run_1/cell_density.png
Scale: 3 px per micron. 13 x 13 tiles, from dark blue (low) to red (high), 0 to 100% covered.
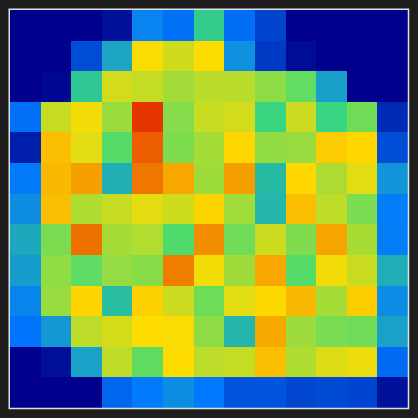
run_1/sizes.png
Scale: 3 px per micron.
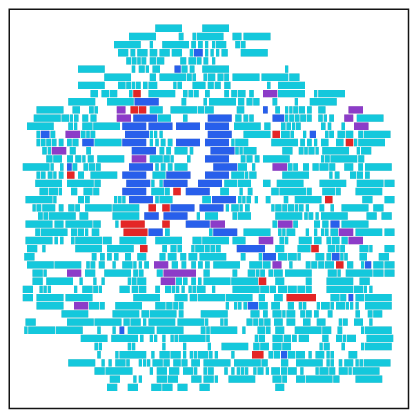
run_1/io_fan.png
Scale: 3 px per micron.
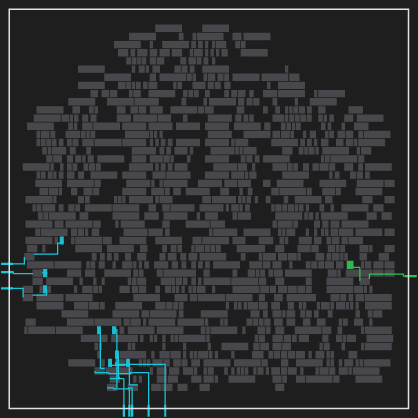
run_1/placement.png
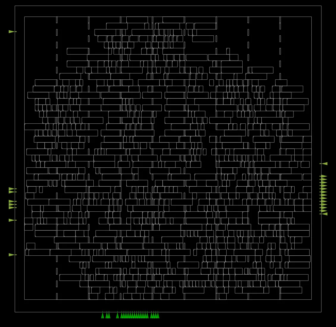
**src/rtl/ro_puf_pkg.sv**
```systemverilog
// Shared types and helpers for the ring-oscillator PUF evaluator.
// Latency: n/a (declarations only).
// Backpressure: n/a.
package ro_puf_pkg;

  typedef enum logic [2:0] {
    IDLE    = 3'd0,
    SETTLE  = 3'd1,
    COUNT   = 3'd2,
    COMPARE = 3'd3,
    DONE    = 3'd4
  } state_t;

  // Bits needed to address one RO channel; never less than one.
  function automatic int idx_w(input int num_ro);
    return (num_ro <= 2) ? 1 : $clog2(num_ro);
  endfunction

  // Increment that sticks at the all-ones value of a w-bit counter (w < 64).
  function automatic logic [63:0] sat_inc(input logic [63:0] v, input int w);
    logic [63:0] max_v;
    max_v = (64'd1 << w) - 64'd1;
    return (v >= max_v) ? max_v : v + 64'd1;
  endfunction

endpackage

```
**src/rtl/ro_puf_evaluator_if.sv**
```systemverilog
// Challenge/response host bundle of the RO PUF evaluator.
// Latency: n/a (wires only).
// Backpressure: none; start is a single-cycle request, dropped by the slave while busy.
// Ports: start/challenge/window_len from host; busy/done/response/tie/invalid to host.
interface ro_puf_evaluator_if
  import ro_puf_pkg::*;
#(
  parameter int NUM_RO    = 4,
  parameter int RESP_BITS = 2,
  parameter int WIN_W     = 16
);
  localparam int IDX_W = idx_w(NUM_RO);
  localparam int CH_W  = RESP_BITS * 2 * IDX_W;

  logic                 start;
  logic [CH_W-1:0]      challenge;
  logic [WIN_W-1:0]     window_len;
  logic                 busy;
  logic                 done;
  logic [RESP_BITS-1:0] response;
  logic [RESP_BITS-1:0] tie;
  logic [RESP_BITS-1:0] invalid;

  modport master (output start, challenge, window_len,
                  input  busy, done, response, tie, invalid);
  modport slave  (input  start, challenge, window_len,
                  output busy, done, response, tie, invalid);
endinterface

```
**src/rtl/ro_edge_counter.sv**
```systemverilog
// One RO channel: 2-FF synchroniser, rising-edge detect, saturating edge counter.
// Latency: an ro_in rising edge reaches the counter 3 clk later.
// Backpressure: none; counts only while cnt_en, clr wins over counting.
// Ports: clk, rst_n, ro_in (async), clr, cnt_en -> cnt.
module ro_edge_counter
  import ro_puf_pkg::*;
#(
  parameter int CNT_W = 16
) (
  input  logic             clk,
  input  logic             rst_n,
  input  logic             ro_in,
  input  logic             clr,
  input  logic             cnt_en,
  output logic [CNT_W-1:0] cnt
);
  // sync_q[0], sync_q[1] form the synchroniser; sync_q[2] is the edge-detect history.
  logic [2:0] sync_q;
  logic       rise;

  always_ff @(posedge clk or negedge rst_n) begin
    if (!rst_n) sync_q <= '0;
    else        sync_q <= {sync_q[1:0], ro_in};
  end

  assign rise = sync_q[1] & ~sync_q[2];

  always_ff @(posedge clk or negedge rst_n) begin
    if (!rst_n)               cnt <= '0;
    else if (clr)             cnt <= '0;
    else if (cnt_en && rise)  cnt <= CNT_W'(sat_inc(64'(cnt), CNT_W));
  end
endmodule

```
**src/rtl/ro_puf_evaluator.sv**
```systemverilog
// RO PUF evaluator: enables the RO array, counts edges over a window, compares challenge pairs.
// Latency: start to done = 1 + SETTLE_CYC + max(window_len,1) + RESP_BITS cycles.
// Backpressure: start is ignored while busy; nothing is queued.
// Ports: clk, rst_n, host (slave modport of ro_puf_evaluator_if), ro_in -> ro_en.
module ro_puf_evaluator
  import ro_puf_pkg::*;
#(
  parameter int NUM_RO     = 4,
  parameter int RESP_BITS  = 2,
  parameter int CNT_W      = 16,
  parameter int WIN_W      = 16,
  parameter int SETTLE_CYC = 8
) (
  input  logic               clk,
  input  logic               rst_n,
  ro_puf_evaluator_if.slave  host,
  input  logic [NUM_RO-1:0]  ro_in,
  output logic [NUM_RO-1:0]  ro_en
);
  localparam int IDX_W = idx_w(NUM_RO);
  localparam int CH_W  = RESP_BITS * 2 * IDX_W;
  localparam int NSLOT = 1 << IDX_W;
  localparam int PI_W  = (RESP_BITS > 1) ? $clog2(RESP_BITS) : 1;

  // Reset asserts asynchronously but is released in step with clk.
  logic [1:0] rst_sync;
  logic       rst_int_n;

  always_ff @(posedge clk or negedge rst_n) begin
    if (!rst_n) rst_sync <= '0;
    else        rst_sync <= {rst_sync[0], 1'b1};
  end
  assign rst_int_n = rst_sync[1];

  state_t               state, state_nxt;
  logic [WIN_W-1:0]     tmr, win_q;
  logic [CH_W-1:0]      ch_q;
  logic                 accept, cnt_en, cmp_en, busy_o, done_o;
  logic                 last_settle, last_count, last_pair;
  logic [CNT_W-1:0]     cnt_all [NSLOT];
  logic [PI_W-1:0]      pidx;
  logic [IDX_W-1:0]     idx_a, idx_b;
  logic                 pair_inv;
  logic [RESP_BITS-1:0] resp_q, tie_q, inv_q;

  // tmr counts cycles spent in the current state (window, settle, or pair index).
  assign last_settle = (tmr == WIN_W'(SETTLE_CYC - 1));
  assign last_count  = (tmr == win_q - WIN_W'(1));
  assign last_pair   = (tmr == WIN_W'(RESP_BITS - 1));
  assign pidx        = tmr[PI_W-1:0];

  always_ff @(posedge clk or negedge rst_int_n) begin
    if (!rst_int_n) state <= IDLE;
    else            state <= state_nxt;
  end

  always_comb begin
    state_nxt = state;
    case (state)
      IDLE:    if (host.start) state_nxt = SETTLE;
      SETTLE:  if (last_settle) state_nxt = COUNT;
      COUNT:   if (last_count)  state_nxt = COMPARE;
      COMPARE: if (last_pair)   state_nxt = DONE;
      DONE:    state_nxt = IDLE;
      default: state_nxt = IDLE;
    endcase
  end

  always_comb begin
    ro_en  = '0;
    busy_o = 1'b0;
    done_o = 1'b0;
    accept = 1'b0;
    cnt_en = 1'b0;
    cmp_en = 1'b0;
    case (state)
      IDLE:    accept = host.start;
      SETTLE:  begin ro_en = '1; busy_o = 1'b1; end
      COUNT:   begin ro_en = '1; busy_o = 1'b1; cnt_en = 1'b1; end
      COMPARE: begin busy_o = 1'b1; cmp_en = 1'b1; end
      DONE:    begin busy_o = 1'b1; done_o = 1'b1; end
      default: ;
    endcase
  end

  always_ff @(posedge clk or negedge rst_int_n) begin
    if (!rst_int_n)              tmr <= '0;
    else if (state_nxt != state) tmr <= '0;
    else if (state != IDLE)      tmr <= tmr + WIN_W'(1);
  end

  always_ff @(posedge clk or negedge rst_int_n) begin
    if (!rst_int_n) begin
      ch_q  <= '0;
      win_q <= WIN_W'(1);
    end else if (accept) begin
      ch_q  <= host.challenge;
      win_q <= (host.window_len == '0) ? WIN_W'(1) : host.window_len;
    end
  end

  // Unused address slots read as zero so out-of-range indices never select X.
  for (genvar j = 0; j < NSLOT; j++) begin : g_ch
    if (j < NUM_RO) begin : g_cnt
      ro_edge_counter #(.CNT_W(CNT_W)) u_cnt (
        .clk    (clk),
        .rst_n  (rst_int_n),
        .ro_in  (ro_in[j]),
        .clr    (accept),
        .cnt_en (cnt_en),
        .cnt    (cnt_all[j])
      );
    end else begin : g_pad
      assign cnt_all[j] = '0;
    end
  end

  always_comb begin
    idx_a = '0;
    idx_b = '0;
    for (int i = 0; i < RESP_BITS; i++) begin
      if (pidx == PI_W'(i)) begin
        idx_a = ch_q[i*2*IDX_W +: IDX_W];
        idx_b = ch_q[i*2*IDX_W + IDX_W +: IDX_W];
      end
    end
    pair_inv = (idx_a == idx_b) || (int'(idx_a) >= NUM_RO) || (int'(idx_b) >= NUM_RO);
  end

  always_ff @(posedge clk or negedge rst_int_n) begin
    if (!rst_int_n) begin
      resp_q <= '0;
      tie_q  <= '0;
      inv_q  <= '0;
    end else if (accept) begin
      resp_q <= '0;
      tie_q  <= '0;
      inv_q  <= '0;
    end else if (cmp_en) begin
      resp_q[pidx] <= ~pair_inv & (cnt_all[idx_a] >  cnt_all[idx_b]);
      tie_q[pidx]  <= ~pair_inv & (cnt_all[idx_a] == cnt_all[idx_b]);
      inv_q[pidx]  <= pair_inv;
    end
  end

  assign host.busy     = busy_o;
  assign host.done     = done_o;
  assign host.response = resp_q;
  assign host.tie      = tie_q;
  assign host.invalid  = inv_q;
endmodule
```
**src/flat_wrapper.sv**
```systemverilog
// flat-port wrapper written by rule: the top's interface ports become plain ports
module ro_puf_evaluator_flat import ro_puf_pkg::*;
#(
  parameter int NUM_RO     = 4,
  parameter int RESP_BITS  = 2,
  parameter int CNT_W      = 16,
  parameter int WIN_W      = 16,
  parameter int SETTLE_CYC = 8
)
  (clk, rst_n, ro_in, ro_en, host_start, host_challenge, host_window_len, host_busy, host_done, host_response, host_tie, host_invalid);
  ro_puf_evaluator_if #(.NUM_RO(NUM_RO), .RESP_BITS(RESP_BITS), .WIN_W(WIN_W)) host_i ();
  input  logic clk;
  input  logic rst_n;
  input  logic [NUM_RO-1:0] ro_in;
  output logic [NUM_RO-1:0] ro_en;
  input wire logic [$bits(host_i.start)-1:0] host_start;
  input wire logic [$bits(host_i.challenge)-1:0] host_challenge;
  input wire logic [$bits(host_i.window_len)-1:0] host_window_len;
  output wire logic [$bits(host_i.busy)-1:0] host_busy;
  output wire logic [$bits(host_i.done)-1:0] host_done;
  output wire logic [$bits(host_i.response)-1:0] host_response;
  output wire logic [$bits(host_i.tie)-1:0] host_tie;
  output wire logic [$bits(host_i.invalid)-1:0] host_invalid;
  assign host_i.start = host_start;
  assign host_i.challenge = host_challenge;
  assign host_i.window_len = host_window_len;
  assign host_busy = host_i.busy;
  assign host_done = host_i.done;
  assign host_response = host_i.response;
  assign host_tie = host_i.tie;
  assign host_invalid = host_i.invalid;
  ro_puf_evaluator #(.NUM_RO(NUM_RO), .RESP_BITS(RESP_BITS), .CNT_W(CNT_W), .WIN_W(WIN_W), .SETTLE_CYC(SETTLE_CYC)) u_core (.clk(clk), .rst_n(rst_n), .host(host_i), .ro_in(ro_in), .ro_en(ro_en));
endmodule
```
**config.mk**
```make
export PLATFORM = sky130hd
export DESIGN_NAME = ro_puf_evaluator_flat
export DESIGN_NICKNAME = d
export VERILOG_FILES = /design/src/rtl/ro_puf_pkg.sv /design/src/rtl/ro_puf_evaluator_if.sv /design/src/rtl/ro_edge_counter.sv /design/src/rtl/ro_puf_evaluator.sv /design/src/flat_wrapper.sv
export SDC_FILE = /design/constraint.sdc
export NUM_CORES = 1
export LEC_CHECK = 0
export CAP_MARGIN = 5
export CORE_MARGIN = 4
export CORE_UTILIZATION = 50
export CTS_BUF_LIST = sky130_fd_sc_hd__clkbuf_8
export DETAILED_ROUTE_END_ITERATION = 12
export GPL_ROUTABILITY_DRIVEN = 0
export GPL_TIMING_DRIVEN = 1
export PLACE_DENSITY = 0.69
export RECOVER_POWER = 50
export SLEW_MARGIN = 20
export SYNTH_ARGS = -nofsm -noshare
export SYNTH_HDL_FRONTEND = slang
export SYNTH_SLANG_ARGS = --single-unit
```
**constraint.sdc**
```tcl
create_clock -name clk -period 4.7 [get_ports clk]
set_clock_uncertainty 0.2 [all_clocks]
set_input_delay 0.94 -clock clk [delete_from_list [all_inputs] [get_ports clk]]
set_output_delay 0.94 -clock clk [all_outputs]
set_load 0.01 [all_outputs]
```
==> results.toml, run 1 <==
# generated from flow reports
[critical_path]
slowest_delay_ns = 0.48
path_buffers = 2
start_kind = "flop"
path_class = "flop to flop"
worstPathRequired_ns = 4.86
crit_family = "simple AND/OR/NAND/NOR gates"
rr_startpoint = "u_core.tmr[0]"
crit_arrival_ns = 3.90
timing.rr.end = "u_core.host.tie[0]"
r2r_setup_slack_ns = 0.96
slowest_stage = "dfrtp_1"
endpoint_kind = "flop"
cp_cell_sequence = "buf_4 -> mux2i_2 -> buf_4 -> mux4_2 -> ha_1 -> nand2_1 -> nor4_1 -> and4_1 -> nand2_1 -> or3_1 -> a21oi_1"
rr_worst_depth = 11
crit_fanout = 11

[synth]
ys_seq_frac = 0.4097
netlist_area_sq_um = 7760
synth_flops = 127
top_cell_area_share = 0.4063
syn_avg_cell_area_sq_um = 9.429
synth-async-reset-ratio = 1.000
ff_type = "dfrtp_1"
yosysMostFrequentCell = "dfrtp_1"
yosysChipArea_sq_um = 7760
ys_warn_count = 0
top_cells_by_count = "dfrtp_1 (126), nand2_1 (120), nor2_1 (64)"
ys_cells = 823
area_leaders = "dfrtp_1 (41%), mux4_2 (9.3%), nand2_1 (5.8%), ha_1 (3.7%), a21oi_1 (3.2%)"
synthCells = 823
synth_nets = 877
synth_top_cell_by_area = "dfrtp_1"
synth-edff-count = 0
yosysUniqueCellTypes = 68

[final_timing]
setup_viol_count_final = 0
rsz0062_at_grt = "false"
max_slew.worst_pin.slew_ns = 2.547
slew_viol_final = 49
finalHoldViolCount = 0
finalCriticalPeriod_ns = 3.738
finalCritPeriodShare = 0.7954
slew_headroom = -0.6980
clock.fmax_ghz = 0.2675
tns_ns = 0

[die]
die-area_sq_um = 17580
num_rows = 45
fp.dieW_microns = 132.6
fp.dieH_microns = 132.6

[global_route]
grt_antenna_before_repair = 0
grt_pass1_vias = 6312
grt_first_pass_wirelength_microns = 32630
grt_max_degree = 59
overflow = 0
track_usage = 0.2303

[run_status]
violations = "capacitance limit, slew limit"
outcome = "finished, violations left"

[power]
p_switching_mw = 1.130
p_sw_frac = 0.3563
ir_worst_vdd_mv = 0.2284
p_int_mw = 2.042
powerDensity_nw_per_um2 = 364.4
seq_power_share = 0.496
combinationalPowerShare = 0.226
clockPowerShare = 0.278
p_leak_nw = 3.801

[job]
max_cap_violations = 1
tool_warnings = 27

[detailed_routing]
drc = 0
vias_per_cell = 6.279
wl_per_cell_microns = 18.81
detail-route-antenna-nets = 0
postRouteWirelength_microns = 19860
vias = 6631
drtIter0Drc = 638
dr.pass1.iters = 5

[place]
dp.cells = 1025
dp_hpwl_microns = 14490

[clock_network]
clk_pin_slew_ns = 0.08
cts_resized = 0
cts_sinks = 127
cts_tree = "yes"
cts_buffer_depth = 2
htree_levels = 4
clk_latency_ns = 0.45
post_cts_buffers = 0
cts_buffers = 17
root_buffer = "clkbuf_8"
cts_hold_buf = 0

[finish]
drive_above_1_share = 0.1048
fin_nets = 910
layout.cells.non_filler = 1056
diodes = 0

[min_path]
hold_path.class = "flop to async pin"
Back to the opening pictures, cell_density.png:
The emptiest ninth of the die: north-east. 17% of the tiles are over 75% full. The densest ninth of the die: center. 12% of the tiles are nearly empty. The mean over all tiles is 48%. The fullest tile reaches 94%.
Core Util, Final: 0.5726
core area: 15200 sq um
Pre-Place Util: 0.5105

Back to the opening pictures, sizes.png:
Red is _3 and _4 cells, cells 19, share 2.2%. Cyan is _0 and _1 cells, cells 777, share 90%. Purple is _6 and larger, cells 21, share 2.4%. Blue is _2 cells, cells 51, share 5.9%.
Layout Area Growth over Synthesis: 12.17%
Final WS setup: 0.9618 ns

Back to the opening pictures, io_fan.png:
Cyan is host_challenge, bits 8, direction input, edge 5 south, 3 west, end cells 8, buffers 8, wire 198 microns. Green is host_done, bits 1, direction output, edge east, end cells 1, buffers 1, wire 21.1 microns.
port bufs: 42
I/O pins: 43

Back to the opening pictures, placement.png:
Flops: 127
TAP cells: 188

run 1: layer usage:
metal  up-vias  share of wire  GRT usage
met2       229           0.48     0.3565
met3        26          0.053    0.03992
li1       3112              -          -
met4         0          0.015    0.06928
met5         -              0          0
met1      3264           0.46     0.3339
run 1: cell families (layout without fill, tap and decap cells):
family / after synthesis / in the layout / synth area share
AND-OR/OR-AND: 158 / 158 / 0.1348
XOR/XNOR: 35 / 35 / 0.03950
adder cells (fa/ha/maj): 23 / 23 / 0.03709
buffers and inverters: 70 / 115 / 0.03789
flip-flops: 127 / 127 / 0.4097
multiplexers: 40 / 40 / 0.1032
other: 1 / 1 / 0.0004833
AND/OR/NAND/NOR: 369 / 369 / 0.2373
run 1: flip-flops by register name, indices dropped and copies added (netlist names):
signal	flops
u_core.ch_q	8
u_core.g_ch.g_cnt.u_cnt.cnt	64
u_core.g_ch.g_cnt.u_cnt.sync_q	12
u_core.state	3
u_core.rst_sync	2
u_core.tmr	16
u_core.host.tie	2
u_core.win_q	16
u_core.host.invalid	2
u_core.host.response	2
run 1: cell type report:
type / instances / area, sq um
multi-input cells: 626 / 4323
well taps: 188 / 235.2
fillers: 1333 / 6497
flip-flops and latches: 127 / 3179
repair buffers: 53 / 496.7
clock buffers: 17 / 234.0
clock inverters: 14 / 120.1
inverters: 31 / 116.4
run 1: per-stage QoR:
step	power (mW)	hold slack, ns	util	setup slack, ns	area [sq um]
3_5_place_dp	2.288	0.008275	0.5500	1.049	8361
3_3_place_gp	2.243	0.008213	0.5500	1.120	8361
5_1_grt	3.356	0.1632	0.5726	0.5591	8705
6_report	3.172	0.1371	0.5726	0.9618	8705
2_1_floorplan	2.026	0.1312	-	0.5821	7760
4_1_cts	3.171	0.01317	0.5733	1.024	8715
run 1: worst max path at each step:
stage                            start                            endpoint  slack [ns]  depth (start not counted)
finish                   u_core.tmr[0]                  u_core.host.tie[0]        0.96                         11
global route        u_core.rst_sync[1]  u_core.g_ch[3].g_cnt.u_cnt.cnt[11]        0.56                          1
CTS                      u_core.tmr[0]                  u_core.host.tie[0]        1.02                         10
detailed placement       u_core.tmr[0]                  u_core.host.tie[0]        1.05                         10
global placement         u_core.tmr[0]                  u_core.host.tie[0]        1.12                         10
floorplan                u_core.tmr[0]                  u_core.host.tie[0]        0.58                         11
run 1: cell usage in the layout, fill, tap and decap left out, types with 7 or more instances in the layout:
cell type / instances
a21oi_1: 50
and4_1: 10
a311oi_1: 11
and3_1: 20
nand2_1: 119
o21ai_0: 34
xor2_1: 14
inv_1: 32
mux4_2: 32
nor4_1: 14
nand4_1: 17
nor3_1: 25
buf_4: 9
a31oi_1: 12
dfrtp_1: 126
nor2_1: 64
a211oi_1: 9
nand3_1: 43
o211a_1: 7
xnor2_1: 21
clkbuf_8: 17
ha_1: 23
clkdlybuf4s50_1: 37
or3_1: 13
run 1: power by group through the flow:
stage                     clock [mW]  sequential (mW)  combinational (mW)
after floorplan                    0             1.44               0.584
after global placement             0             1.56               0.681
after detailed placement           0             1.57               0.714
after CTS                      0.899             1.55               0.718
after global routing           0.953             1.59               0.810
final                          0.882             1.57               0.718
--- run 2 (diff from run 1) ---
==> constraint.sdc (replaced) <==
create_clock -name clk -period 3.8 [get_ports clk]
set_clock_uncertainty 0.2 [all_clocks]
set_input_delay 0.76 -clock clk [delete_from_list [all_inputs] [get_ports clk]]
set_output_delay 0.76 -clock clk [all_outputs]
set_load 0.01 [all_outputs]
run_2/layer_met1.png
Scale: 4 px per micron. Supply wires on this layer in gray.
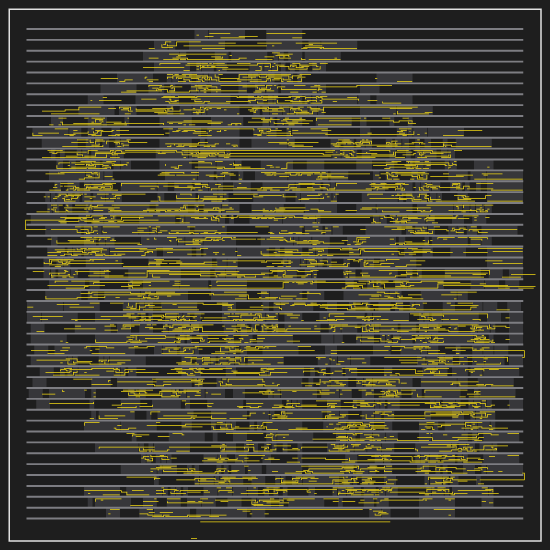
856 nets have wire on it. The wires run mostly horizontal.

==> results.toml, run 2 <==
# generated from flow reports
[synth]
synth_flops = 127
top_cells_by_count = "dfrtp_1 (126), nand2_1 (120), nor2_1 (64)"
ys_cells = 823
synth_top_cell_by_area = "dfrtp_1"
top_cell_area_share = 0.4063
synth-edff-count = 0
yosysChipArea_sq_um = 7760
ys_seq_frac = 0.4097
synth_nets = 877
syn_avg_cell_area_sq_um = 9.429
netlist_area_sq_um = 7760
ys_warn_count = 0
yosysUniqueCellTypes = 68
synthCells = 823
synth-async-reset-ratio = 1.000
area_leaders = "dfrtp_1 (41%), mux4_2 (9.3%), nand2_1 (5.8%), ha_1 (3.7%), a21oi_1 (3.2%)"
yosysMostFrequentCell = "dfrtp_1"

[place]
dp_hpwl_microns = 14260
port-buffer-count = 42
pre_cts_ws_ns = 0.1722
post_dp_cell_area_sq_um = 8388

[die]
core_sq_um = 15200
die-area_sq_um = 17580
fp_util = 0.5105
fp.dieW_microns = 132.6
fp.dieH_microns = 132.6
ios = 43

[critical_path]
rr_startpoint = "u_core.tmr[0]"
endpoint_kind = "flop"
worstPathRequired_ns = 3.98
path_class = "flop to flop"
start_kind = "flop"
r2r_setup_slack_ns = 0.24
crit_arrival_ns = 3.73
crit_fanout = 9
rr_worst_depth = 9
timing.rr.end = "u_core.host.tie[0]"

[final_timing]
finalCriticalPeriod_ns = 3.556
finalCritPeriodShare = 0.9358
slew_viol_final = 54
tns_ns = 0
setup_viol_count_final = 0
clock.fmax_ghz = 0.2812
finalHoldViolCount = 0
rsz0062_at_grt = "false"
slew_headroom = -0.4880
setup_slack_ns = 0.2441
max_slew.worst_pin.slew_ns = 2.232

[clock_network]
cts_tree = "yes"
cts_buffer_depth = 2
cts_sinks = 127
clk_pin_slew_ns = 0.09
clk_latency_ns = 0.46
htree_levels = 4
cts_buffers = 17

[global_route]
overflow = 0
grt_pass1_vias = 6633
grt_max_degree = 73
track_usage = 0.2359
grt_first_pass_wirelength_microns = 33620
grt_antenna_before_repair = 0

[min_path]
whs_endpoint = "u_core.g_ch[1].g_cnt.u_cnt.sync_q[1]"
hp-start = "u_core.g_ch[1].g_cnt.u_cnt.sync_q[0]"
whs_path_depth = 0
hold_path.class = "flop to flop"

[detailed_routing]
drc = 0
vias = 6688
postRouteWirelength_microns = 19810
wl_per_cell_microns = 18.67
dr.pass1.iters = 5
drtIter0Drc = 580
detail-route-antenna-nets = 0
vias_per_cell = 6.303

[finish]
final_cell_mix = "dfrtp_1 (126), nand2_1 (119), nor2_1 (64)"
fin_nets = 914
drive_above_1_share = 0.1123
reg.largest.list = "u_core.g_ch.g_cnt.u_cnt.cnt x64, u_core.tmr x16, u_core.win_q x16"
regMostFlops = "u_core.g_ch.g_cnt.u_cnt.cnt"
diodes = 0
design_area_sq_um = 8833
utilization = 0.5811
flow.area_growth_from_synthesis_pct = 13.83
largest_register_ffs = 64
lay_top_count = "dfrtp_1"

[power]
total_power_mw = 4.047
ir_worst_vdd_mv = 0.2953
powerDensity_nw_per_um2 = 458.1
p_leak_nw = 3.872

[run_status]
outcome = "finished, violations left"
violations = "capacitance limit, slew limit"

[job]
max_cap_violations = 1
[run 2: logic make-up (layout without fill, tap and decap cells)]
family,count (synthesis),in the layout,share of synthesized area
XOR/XNOR,35,35,0.03950
AND-OR/OR-AND,158,158,0.1348
multiplexers,40,40,0.1032
flip-flops,127,127,0.4097
AND/OR/NAND/NOR,369,369,0.2373
buffers and inverters,70,120,0.03789
adder cells (fa/ha/maj),23,23,0.03709
other,1,1,0.0004833
[run 2: per-stage QoR]
step                      cells  hold slack (ns)
after floorplan             823           0.1311
after global placement     1027           0.1320
after detailed placement   1027           0.1372
after CTS                  1059           0.1589
after global routing       1061           0.1638
final                      1061           0.1569
[run 2: critical path, stage by stage (launching register included)]
cell	delay [ns]
dfrtp_1	0.55
mux2i_2	0.64
mux4_2	0.41
ha_1	0.31
nand2_1	0.08
nor4_1	0.42
and4_1	0.28
nand2_1	0.09
or3_1	0.36
a21oi_1	0.12
[run 2: cell type report]
type	count	area [sq um]
Multi-Input combinational cell	626	4332
Tap cell	188	235.2
Clock buffer	17	234.0
Fill cell	1313	6369
Clock inverter	15	166.4
Sequential cell	127	3179
Inverter	31	116.4
Timing Repair Buffer	57	570.5
[run 2: repair_timing]
item	CTS	global route
hold buffers	0	0
setup endpoints to repair	0	2
buffers inserted	0	2
resized	0	1
[run 2: routing by layer]
metal | vias to the layer above | track usage | routed length, microns
met5 | - | 0 | 0
met4 | 0 | 0.07506 | 369
met3 | 32 | 0.05361 | 1451
met2 | 256 | 0.3712 | 9279
met1 | 3286 | 0.3269 | 8708
li1 | 3114 | - | -
[run 2: report_power, final]
group          switching (mW)  leakage (nW)  internal [mW]  total, mW
combinational           0.410          2.19          0.475      0.885
clock                   0.657         0.197          0.553       1.21
sequential              0.409          1.49           1.54       1.95
[run 2: worst max-delay path by stage]
stage	start	to	slack, ns	cells past startpoint
after floorplan	u_core.tmr[0]	u_core.host.tie[0]	0.17	11
after global placement	u_core.tmr[0]	u_core.host.tie[0]	0.29	9
after detailed placement	u_core.tmr[0]	u_core.host.tie[0]	0.17	11
after CTS	u_core.tmr[0]	u_core.host.tie[0]	0.15	11
after global routing	u_core.tmr[0]	u_core.host.tie[0]	0.08	10
final	u_core.tmr[0]	u_core.host.tie[0]	0.24	9
Power is estimated from default activity; no workload was simulated.
